### src/rtl/exec_sequencer.sv
// Multi-cycle instruction sequencer: FETCH -> DECODE -> EXEC -> [MEM] -> WB.
// Memory waits are bounded by MEM_TIMEOUT; a missing ack or an illegal opcode
// halts the sequencer in TRAP until trap_clr.
//
// Ports:
//   clk, rst_n           clock, asynchronous active-low reset
//   run                  level; permits starting a new instruction
//   imem_ack, dmem_ack   memory acks (ignored outside FETCH/MEM)
//   dec_*                decoder controls for the instruction held in IR
//   trap_clr             pulse; releases TRAP
//   imem_req, ir_we, dmem_req, dmem_we, gp_we, pc_we   datapath strobes
//   pc_sel               latched PC-source select
//   trap, trap_cause     halted flag and cause (01 illegal, 10 imem, 11 dmem)
//   state                encoded state (IDLE=0 .. TRAP=6)
//   retired              count of completed instructions (wraps)
module exec_sequencer #(
  parameter int unsigned MEM_TIMEOUT = 15
) (
  input  logic        clk,
  input  logic        rst_n,
  input  logic        run,
  input  logic        imem_ack,
  input  logic        dmem_ack,
  input  logic        dec_gp_we,
  input  logic        dec_mem_wren,
  input  logic        dec_mem_rren,
  input  logic        dec_illegal,
  input  logic [1:0]  dec_pc_sel,
  input  logic        trap_clr,
  output logic        imem_req,
  output logic        ir_we,
  output logic        dmem_req,
  output logic        dmem_we,
  output logic        gp_we,
  output logic        pc_we,
  output logic [1:0]  pc_sel,
  output logic        trap,
  output logic [1:0]  trap_cause,
  output logic [2:0]  state,
  output logic [31:0] retired
);

  typedef enum logic [2:0] {
    StIdle   = 3'd0,
    StFetch  = 3'd1,
    StDecode = 3'd2,
    StExec   = 3'd3,
    StMem    = 3'd4,
    StWb     = 3'd5,
    StTrap   = 3'd6
  } state_e;

  localparam logic [7:0] Timeout = 8'(MEM_TIMEOUT);

  state_e      state_q, state_d;
  logic [7:0]  wait_q, wait_d;
  logic        gp_we_q, gp_we_d;
  logic        wren_q, wren_d;
  logic        rren_q, rren_d;
  logic [1:0]  pc_sel_q, pc_sel_d;
  logic [1:0]  cause_q, cause_d;
  logic [31:0] retired_q, retired_d;

  always_ff @(posedge clk or negedge rst_n) begin
    if (!rst_n) begin
      state_q   <= StIdle;
      wait_q    <= 8'd0;
      gp_we_q   <= 1'b0;
      wren_q    <= 1'b0;
      rren_q    <= 1'b0;
      pc_sel_q  <= 2'b00;
      cause_q   <= 2'b00;
      retired_q <= 32'd0;
    end else begin
      state_q   <= state_d;
      wait_q    <= wait_d;
      gp_we_q   <= gp_we_d;
      wren_q    <= wren_d;
      rren_q    <= rren_d;
      pc_sel_q  <= pc_sel_d;
      cause_q   <= cause_d;
      retired_q <= retired_d;
    end
  end

  always_comb begin
    state_d   = state_q;
    wait_d    = wait_q;
    gp_we_d   = gp_we_q;
    wren_d    = wren_q;
    rren_d    = rren_q;
    pc_sel_d  = pc_sel_q;
    cause_d   = cause_q;
    retired_d = retired_q;
    unique case (state_q)
      StIdle: begin
        if (run) begin
          state_d = StFetch;
          wait_d  = 8'd0;
        end
      end
      StFetch: begin
        // An ack arriving on the timeout cycle still completes the fetch.
        if (imem_ack) begin
          state_d = StDecode;
        end else if (wait_q == Timeout) begin
          state_d = StTrap;
          cause_d = 2'b10;
        end else begin
          wait_d = wait_q + 8'd1;
        end
      end
      StDecode: begin
        gp_we_d  = dec_gp_we;
        wren_d   = dec_mem_wren;
        rren_d   = dec_mem_rren;
        pc_sel_d = dec_pc_sel;
        if (dec_illegal) begin
          state_d = StTrap;
          cause_d = 2'b01;
        end else begin
          state_d = StExec;
        end
      end
      StExec: begin
        if (wren_q || rren_q) begin
          state_d = StMem;
          wait_d  = 8'd0;
        end else begin
          state_d = StWb;
        end
      end
      StMem: begin
        if (dmem_ack) begin
          state_d = StWb;
        end else if (wait_q == Timeout) begin
          state_d = StTrap;
          cause_d = 2'b11;
        end else begin
          wait_d = wait_q + 8'd1;
        end
      end
      StWb: begin
        retired_d = retired_q + 32'd1;
        if (run) begin
          state_d = StFetch;
          wait_d  = 8'd0;
        end else begin
          state_d = StIdle;
        end
      end
      StTrap: begin
        if (trap_clr) begin
          state_d = StIdle;
          cause_d = 2'b00;
        end
      end
      default: state_d = StIdle;
    endcase
  end

  always_comb begin
    imem_req   = (state_q == StFetch);
    ir_we      = (state_q == StFetch) && imem_ack;
    dmem_req   = (state_q == StMem);
    // Write wins when both wren and rren are latched.
    dmem_we    = (state_q == StMem) && wren_q;
    gp_we      = (state_q == StWb) && gp_we_q;
    pc_we      = (state_q == StWb);
    pc_sel     = pc_sel_q;
    trap       = (state_q == StTrap);
    trap_cause = cause_q;
    state      = state_q;
    retired    = retired_q;
  end

endmodule

### config.mk
export PLATFORM = sky130hd
export DESIGN_NAME = exec_sequencer
export DESIGN_NICKNAME = d
export VERILOG_FILES = /design/src/rtl/exec_sequencer.sv
export SDC_FILE = /design/constraint.sdc
export NUM_CORES = 1
export LEC_CHECK = 0
export CAP_MARGIN = 10
export CORE_UTILIZATION = 54
export CTS_CLUSTER_SIZE = 25
export DETAILED_ROUTE_END_ITERATION = 8
export HOLD_SLACK_MARGIN = 0.02
export PLACE_DENSITY = 0.85
export SYNTH_ARGS = -nofsm -noshare
export SYNTH_HDL_FRONTEND = slang
export SYNTH_SLANG_ARGS = --single-unit
### constraint.sdc
create_clock -name clk -period 3.5 [get_ports clk]
set_input_delay 0.35 -clock clk [delete_from_list [all_inputs] [get_ports clk]]
set_output_delay 0.35 -clock clk [all_outputs]
set_load 0.05 [all_outputs]
==> images/m1.png <==
Scale bar: 20 um.
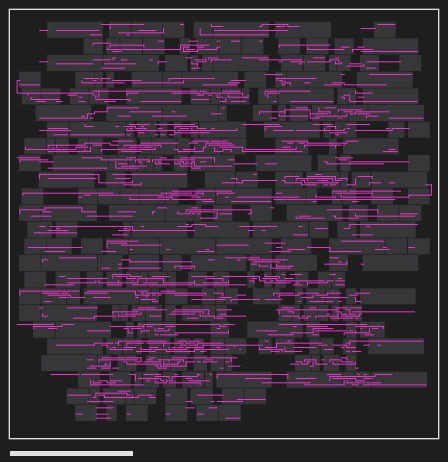
- longest straight run: 19.8 um
- nets with wire on the layer: 278
- main direction: horizontal
- wire length on this layer: 2300 um
- share of all routed wire: 48%
Detailed Route WL: 4790 um
overall via count from detail_route: 1918

==> images/route_heat.png <==
14 x 14 tiles, from white (low) to dark blue (high), scaled to the fullest tile. Values are wire area over tile area, all layers added.
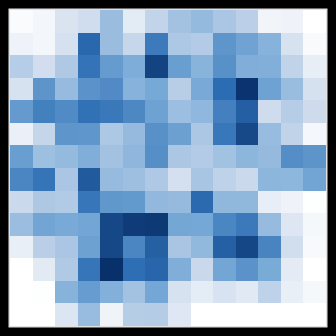
- nearly empty tiles: 7.1%
- mean over tiles: 0.15
- fullest tile: 0.39
- emptiest ninth of the die: lower right
gr usage total: 0.213
DR WL/cell: 13.6 um

==> summary.txt <==
The synthesis and PnR run went through. Count of unique library cells instantiated by Yosys landed at 48. The tree is rooted in a sky130_fd_sc_hd__clkbuf_8. For reference, the critical path is captured by gp_we. After clock tree synthesis, the flow added hold-fix buffers numbering 0.

At floorplan, the net count of the design was reported as 256. In this run the cell area of the synthesized design comes to ~2500 um2. Critical path depth landed at 3. Post-synthesis share of cell area spent on and, or, nand and nor gates landed at 0.218. TritonCTS built the clock tree. The launch point of the worst register-to-register path is recorded as state[2]. The worst setup path is of the register to output port kind.

Worst hold slack landed at about 0.043 ns. The cell family contributing the most delay on the critical path is buffers and inverters. In the final report, the number of hold violations comes to 0. The flow measured a signed area growth from synthesis to layout of 28.5%.

Gates resized during post-CTS repair numbered 0. Count of mapped cells out of synthesis landed at 242. The most critical setup path has its startpoint at state[2].

Floorplan core area landed at 4380 um2. Of all flip-flops after synthesis, the portion carrying an async set or reset was 1.00. In this run the post-CTS setup repair buffer count came out at 0.

The timing report shows that the slowest cell on the worst path is sky130_fd_sc_hd__clkdlybuf4s50_1. Maximum count of clock buffers along a single path landed at 2. Latest clock arrival within the worst-skew pair landed at 0.30 ns. Number of enable flip-flop cells landed at 0.

Register clock-pin slew on the reported worst setup and hold paths landed at around 0.09 ns. By instance count after routing, the leading logic cell types are 56 x sky130_fd_sc_hd__clkdlybuf4s50_1, 50 x sky130_fd_sc_hd__dfrtp_1, 26 x sky130_fd_sc_hd__xnor2_1, 20 x sky130_fd_sc_hd__nand2_1, 20 x sky130_fd_sc_hd__nor2_1. Worst-margin pin slew landed at 0.765 ns. Counting only logic cells after layout, the most numerous master is sky130_fd_sc_hd__clkdlybuf4s50_1.

Number of placement rows landed at 24. Sum of negative setup slack landed at 0 ns. The tree built by TritonCTS fans out to 50 sinks. Per the TritonCTS log, the buffer count is 5. Per the timing report, the most critical flop-to-flop path finishes at retired[28]. The worst setup path is launched from a register. Complex-gate fraction of the synthesized area landed at 0.0987. Of the combinational cells, the family taking the most area is simple AND/OR/NAND/NOR gates. Yosys stat counts 242 cells in the synthesized netlist.

After the first detailed-routing iteration, the DRC count stood at 109. Tally of nets with antenna violations remaining after routing landed at 0. Register share after synthesis landed at 0.504. The area fraction of the largest cell type after synthesis is 0.504.

For this configuration, the core starts out at a cell density of 0.567. After layout, the worst setup slack is 0.628 ns. The layout has 311 filler cells. The run finished with clean final reports. Once placement finished, the instance area stood at just over 3000 um2. STA on the placed design reports a worst setup slack of ~1.0 ns. Per the CTS log, the maximum H-tree level is 2. The largest total area in the synthesized netlist belongs to sky130_fd_sc_hd__dfrtp_1.

Final standard cell count with taps included and fillers excluded landed at 351. Half-perimeter wire length after placement landed at 3480 um. Worst stage delay on the critical path landed at 0.81 ns. Of the total synthesized cell area, the portion taken by full adders, half adders and majority gates is 0.0101. For this run, the detailed router's first-pass iteration total came to 4. Total power of the final layout landed at 2.04 mW. Aggregate global routing overflow landed at 0. By instance count, the leading cell after synthesis is sky130_fd_sc_hd__dfrtp_1. Warnings reported by Yosys during synthesis add up to 0. Per the post-synthesis stats, the area per cell is 10.3 um2. For this design the top-level I/O count stands at around 58. Post-layout utilization of the core landed at 0.728.

After synthesis, the cell types taking the most area are sky130_fd_sc_hd__dfrtp_1 50%, sky130_fd_sc_hd__xnor2_1 9.2%, sky130_fd_sc_hd__nand2_1 3.0%. By count the netlist is led by 50 x sky130_fd_sc_hd__dfrtp_1, 26 x sky130_fd_sc_hd__xnor2_1, 20 x sky130_fd_sc_hd__nand2_1, 20 x sky130_fd_sc_hd__nor2_1. The signal on the critical path passes through and3b_1, and2_1, clkdlybuf4s50_1. Maximum clock frequency landed at about 350 MHz. Number of violations of the max-capacitance limit landed at 0. At the worst endpoint, the arrival time is around 2.5 ns. Among all flip-flop cells after synthesis, the most frequent one is sky130_fd_sc_hd__dfrtp_1. Clock skew landed at 0.00746 ns.

The flow reported a cell area power density of 638 nW/um2. Share of the clock period used by the worst path landed at 0.821. Die outline width landed at 69.8 um.

Number of remaining DRC errors landed at 0. In this run the register-to-register setup slack is between 1 and 1.5 ns. Required time of the worst setup path landed at approximately 3.2 ns. Headroom to the max-slew limit came out at 0.490. The analysis reports a worst IR drop on VDD of around 550 uV. The first global-routing pass estimated ~8400 um of wire. Of the post-synthesis cell area, the part taken by muxes is 0.0272.

Routed via count divided by cell count landed at about 5.5. Of all nets on the critical path, the largest fanout is 23. Setup repair after global routing left no endpoint under its margin.
==> kinds of logic (layout without fill, tap and decap cells) <==
kind of cell	after synthesis	after routing
buf+inv	18	75
flops	50	50
compound gates	38	38
xor+xnor	32	32
simple gates	96	96
mux	6	6
fa+ha+maj	2	2
==> flip-flops by register name, summed over array words and instances, names as in the netlist <==
register,flops
retired,32
wait_q,8
state,3
pc_sel,2
trap_cause,2
gp_we_q,1
rren_q,1
wren_q,1
==> final cells by class <==
cell class / instances / area, um2 / share of cell area
sequential: 50 / 1250 / 0.392
multi-input combinational: 174 / 1160 / 0.363
timing repair buffer: 58 / 573 / 0.179
clock buffer: 8 / 110 / 0.0345
tap: 52 / 65.1 / 0.0204
inverter: 9 / 33.8 / 0.0106
==> per-layer routing <==
layer	share of wire	track usage	vias up
li1	-	-	965
met1	0.48	0.295	905
met2	0.46	0.332	41
met3	0.039	0.0422	7
met4	0.016	0.0778	0
met5	0	0	-
==> worst register-to-register path, stage by stage, from the launching register on <==
cell,delay (ns)
sky130_fd_sc_hd__dfrtp_1,0.76
sky130_fd_sc_hd__and3b_1,0.47
sky130_fd_sc_hd__nand3_2,0.18
sky130_fd_sc_hd__nor4_2,0.58
sky130_fd_sc_hd__nand4_1,0.19
sky130_fd_sc_hd__xnor2_1,0.16
==> report_power, final <==
group	leakage (nW)	switching [mW]	internal, mW	total, mW
Sequential	0.674	0.135	0.664	0.799
Clock	0.0575	0.177	0.200	0.377
Combinational	0.608	0.537	0.323	0.861
Total	1.34	0.849	1.19	2.04
Power figures rest on the tool's default switching activity, not on a simulated workload.
